===== config.mk =====
export PLATFORM = sky130hd
export DESIGN_NAME = ternary_mac_out
export DESIGN_NICKNAME = d
export VERILOG_FILES = /design/src/rtl/ternary_mac_out.sv
export SDC_FILE = /design/constraint.sdc
export NUM_CORES = 1
export LEC_CHECK = 0
export ABC_AREA = 0
export CORE_UTILIZATION = 35
export CTS_BUF_LIST = sky130_fd_sc_hd__clkbuf_8
export DETAILED_ROUTE_END_ITERATION = 8
export GPL_TIMING_DRIVEN = 0
export PLACE_DENSITY = 0.58
export SLEW_MARGIN = 20
export SYNTH_ARGS = -nofsm -noshare
export SYNTH_HDL_FRONTEND = slang
export SYNTH_SLANG_ARGS = --single-unit

===== constraint.sdc =====
create_clock -name clk -period 10.35 [get_ports clk]
set_clock_uncertainty 0.1 [all_clocks]
set_input_delay 2.07 -clock clk [delete_from_list [all_inputs] [get_ports clk]]
set_output_delay 2.07 -clock clk [all_outputs]
set_load 0.01 [all_outputs]

===== src/rtl/ternary_mac_out.sv =====
// Ternary-weight multiply-accumulate with a byte-serial result stream.
// Activations arrive two per beat and are applied to every active output
// channel in parallel. Weights are 2'b01=+1, 2'b11=-1, anything else 0.
// Once all beats are in, the channel sums stream out one byte per cycle,
// followed by a single-cycle uo_done pulse.
//
// Build option: define TERNARY_MAC_SATURATE_EN to emit one byte per channel
// (sum clamped to [-128,127]). Without it, each channel is emitted as two
// bytes, high byte first.
//
// Handshake: in_valid qualifies ui_input and is accepted unconditionally
// while accumulating (there is no ready). out_valid qualifies uo_output.
// The output has no backpressure: once draining starts, a byte is produced
// every cycle.
module ternary_mac_out #(
   parameter int MAX_IN_LEN  = 16,
   parameter int MAX_OUT_LEN = 8
) (
   input  logic                                 clk,
   input  logic                                 rst,
   input  logic                                 ena,
   input  logic [6:0]                           ui_param,
   input  logic [2*MAX_IN_LEN*MAX_OUT_LEN-1:0]  ui_weights,
   input  logic [15:0]                          ui_input,
   input  logic                                 in_valid,
   output logic [7:0]                           uo_output,
   output logic                                 out_valid,
   output logic                                 uo_done
);

   typedef enum logic [1:0] {
      S_IDLE  = 2'd0,
      S_ACCUM = 2'd1,
      S_DRAIN = 2'd2,
      S_DONE  = 2'd3
   } state_t;

   state_t             state;
   state_t             state_nx;

   logic [3:0]         in_len_m1;
   logic [2:0]         out_len_m1;
   logic [2:0]         beat_cnt;
   logic [3:0]         drain_cnt;
   logic signed [15:0] acc    [MAX_OUT_LEN];
   logic signed [15:0] acc_nx [MAX_OUT_LEN];

   logic signed [7:0]  x_hi;
   logic signed [7:0]  x_lo;
   logic               use_lo;
   logic               last_beat;
   logic               last_drain;
   logic [2:0]         ch_sel;
   logic signed [15:0] sel_acc;
   logic [7:0]         drain_byte;

   // Ternary weight applied to a sign-extended activation.
   function automatic logic signed [15:0] tern(input logic [1:0] w, input logic signed [7:0] x);
      logic signed [15:0] xe;
      xe = {{8{x[7]}}, x};
      case (w)
         2'b01:   tern = xe;
         2'b11:   tern = -xe;
         default: tern = 16'sd0;
      endcase
   endfunction

   assign x_hi      = signed'(ui_input[15:8]);
   assign x_lo      = signed'(ui_input[7:0]);
   // The low activation exists only while its index 2k+1 is below in_len;
   // on the final beat of an odd-length vector it is padding.
   assign use_lo    = ({beat_cnt, 1'b1} <= in_len_m1);
   assign last_beat = (beat_cnt == in_len_m1[3:1]);

`ifdef TERNARY_MAC_SATURATE_EN
   assign ch_sel     = drain_cnt[2:0];
   assign last_drain = (drain_cnt == {1'b0, out_len_m1});
`else
   assign ch_sel     = drain_cnt[3:1];
   assign last_drain = (drain_cnt == {out_len_m1, 1'b1});
`endif

   assign sel_acc = acc[ch_sel];

   // Candidate accumulator values if the current beat is taken.
   always_comb begin
      for (int o = 0; o < MAX_OUT_LEN; o++) begin
         acc_nx[o] = acc[o]
                   + tern(ui_weights[2*(o*MAX_IN_LEN + 2*int'(beat_cnt)) +: 2], x_hi)
                   + (use_lo ? tern(ui_weights[2*(o*MAX_IN_LEN + 2*int'(beat_cnt) + 1) +: 2], x_lo)
                             : 16'sd0);
      end
   end

   // Byte presented for the channel currently being drained.
   always_comb begin
      drain_byte = 8'h00;
`ifdef TERNARY_MAC_SATURATE_EN
      if (sel_acc > 16'sd127)
         drain_byte = 8'h7F;
      else if (sel_acc < -16'sd128)
         drain_byte = 8'h80;
      else
         drain_byte = sel_acc[7:0];
`else
      drain_byte = drain_cnt[0] ? sel_acc[7:0] : sel_acc[15:8];
`endif
   end

   // State register.
   always_ff @(posedge clk) begin
      if (rst)
         state <= S_IDLE;
      else
         state <= state_nx;
   end

   // Next-state logic; dropping ena while busy abandons the run.
   always_comb begin
      state_nx = state;
      case (state)
         S_IDLE:  if (ena) state_nx = S_ACCUM;
         S_ACCUM: begin
            if (!ena)
               state_nx = S_IDLE;
            else if (in_valid && last_beat)
               state_nx = S_DRAIN;
         end
         S_DRAIN: begin
            if (!ena)
               state_nx = S_IDLE;
            else if (last_drain)
               state_nx = S_DONE;
         end
         S_DONE:  state_nx = S_IDLE;
         default: state_nx = S_IDLE;
      endcase
   end

   // Config latch, accumulators and beat/drain counters.
   always_ff @(posedge clk) begin
      if (rst) begin
         in_len_m1  <= 4'd0;
         out_len_m1 <= 3'd0;
         beat_cnt   <= 3'd0;
         drain_cnt  <= 4'd0;
         for (int o = 0; o < MAX_OUT_LEN; o++) acc[o] <= 16'sd0;
      end else begin
         case (state)
            S_IDLE: begin
               if (ena) begin
                  in_len_m1  <= ui_param[6:3];
                  out_len_m1 <= ui_param[2:0];
                  beat_cnt   <= 3'd0;
                  drain_cnt  <= 4'd0;
                  for (int o = 0; o < MAX_OUT_LEN; o++) acc[o] <= 16'sd0;
               end
            end
            S_ACCUM: begin
               if (ena && in_valid) begin
                  beat_cnt <= beat_cnt + 3'd1;
                  for (int o = 0; o < MAX_OUT_LEN; o++)
                     if (3'(o) <= out_len_m1) acc[o] <= acc_nx[o];
               end
            end
            S_DRAIN: begin
               if (ena) drain_cnt <= drain_cnt + 4'd1;
            end
            default: ;
         endcase
      end
   end

   // Outputs are a function of state only; silent outside DRAIN.
   always_comb begin
      uo_output = 8'h00;
      out_valid = 1'b0;
      uo_done   = (state == S_DONE);
      if (state == S_DRAIN) begin
         out_valid = 1'b1;
         uo_output = drain_byte;
      end
   end

endmodule

Placement density heat map:
Drawn at 1.5 px/um. The die is cut into 24 by 24 equal tiles; dark blue is low, red is high, 0 to 100% covered.
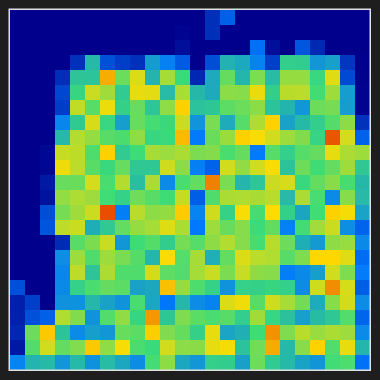
mean over tiles: 40%
emptiest ninth of the die: north-west
fullest tile: 91%
floorplan utilization: 35.7%
final core utilization: 43.2%
area of the core: 0.0554 mm2

Cell outlines without signal wires:
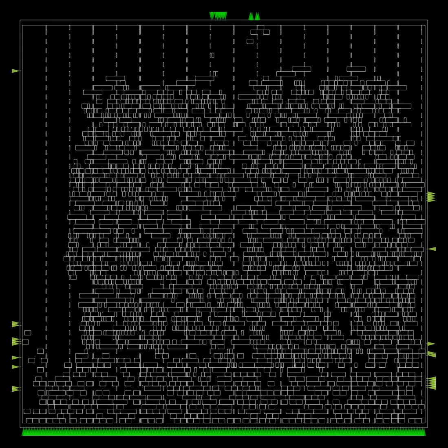
seq_cells: 147
# Taps: 748
Finished Layout Cells: 3,325

The metal 1 layer:
Drawn at 2 px/um. Supply wires on this layer in grey.
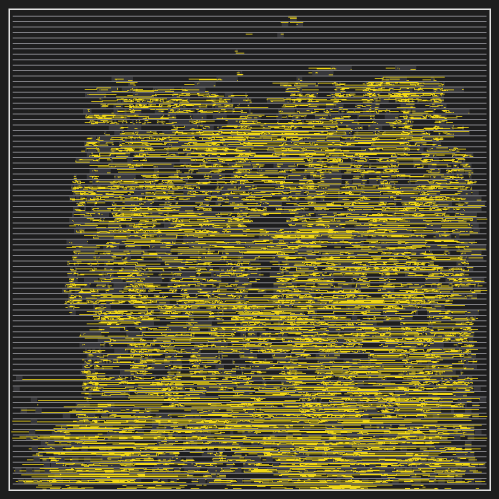
share of all routed wire: 43%
wire length on this layer: 32.7 mm
nets with wire on the layer: 2,939
main direction: horizontal
longest straight run: 96.4 um

Nets reached from selected ports:
Drawn at 1.5 px/um.
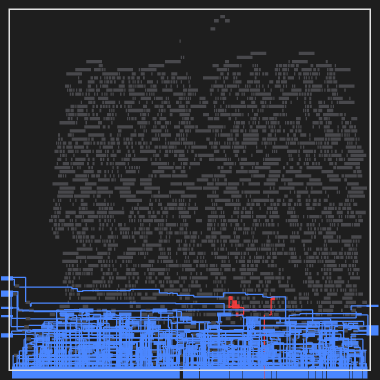
| port | colour | bits | direction | edge | end cells | buffers | wire |
|---|---|---|---|---|---|---|---|
| `ui_weights` | blue | 256 | input | 241 south, 9 west, 6 east | 70 | 256 | 11,600 um |
| `in_valid` | red | 1 | input | south | 7 | 1 | 104 um |

Cells by drive strength:
Drawn at 1.5 px/um.
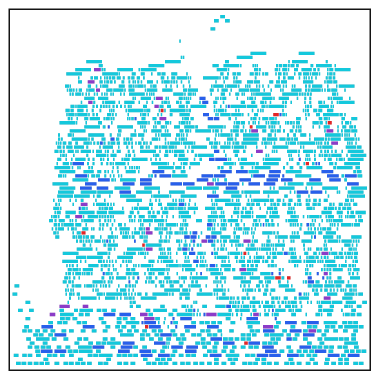
| size | colour | cells |
|---|---|---|
| _3 and _4 cells | red | 12 |
| _0 and _1 cells | cyan | 2,389 |
| _6 and larger | purple | 32 |
| _2 cells | blue | 144 |
Buffers, non-clock: 397
post-route setup slack: 1320 ps
Area growth, synth to finish: 21.0%
design area: 0.0239 mm2

==> changes_impl.md <==
## Implementation

* Delay of the slowest cell on the worst path at approximately 1100 ps
* # fillers at between 5,000 and 6,000
* Reg2Reg Depth at 23
* Netlist cell types at ~64
* Comb power frac at 48.2%
* Fmax at ~110 MHz
* Yosys stat area at ~0.020 mm2
* Hold_sp: acc[0][12]
* Crit path max-delay family: AND-OR/OR-AND gates
* Clock power share at ~21%
* Hold EP: acc[0][12]
* Top reg by flops: acc
* Ys cells at about 2,300
* Global-route wire length before repair at about 110 mm
* Adder share at 20.6%
* Most used logic cell in the final layout: inv_1
* GR Util met1 at between 30 and 40%
* P_seq at about 700 uW
* Status: finished, final reports clean
* R2R Path End: acc[5][13]
* Number of flip-flops under the largest register name at about 130
* DR WL met2 at ~35 mm
* Aoi share at between 10% and 20%
* Pint at between 1 and 1.5 mW
* Crit path to: acc[0][15]
* Largest net degree at the start of global routing at 18
* Warnings from Yosys at 0
* Worst reg-to-reg setup slack at between 2000 and 3000 ps
* Clk_lat worst skew at around 540 ps
* Pre-antenna DRT Iters at 6
* Period utilization at between 80 and 90%
* Top non-seq family: adder cells
* Most used routing layer: met2
[cells in the mapped netlist, types with 13 or more instances]
cell type  number
nand3_1        14
xnor2_1        96
o21ai_0       162
clkbuf_1       63
nand2_1       214
nor2_1        297
mux4_1         18
and2_1         41
mux2i_1        38
a21o_1         39
edfxtp_1      112
o21bai_1       19
mux4_2         83
o21a_1         17
dfxtp_1        35
inv_1         367
xor2_1        108
nor3_1         16
a21oi_1        86
mux2_2         13
buf_2          26
fa_1          128
ha_1          121
[cell type report]
type	count	share of cell area (%)
plain buffers	111	2.40
repair buffers	286	11.9
multi-input cells	1633	57.6
clock buffers	17	0.978
flip-flops and latches	147	17.0
well taps	748	3.91
clock inverters	15	0.434
inverters	368	5.77
Power figures rest on the tool's default switching activity, not on a simulated workload.
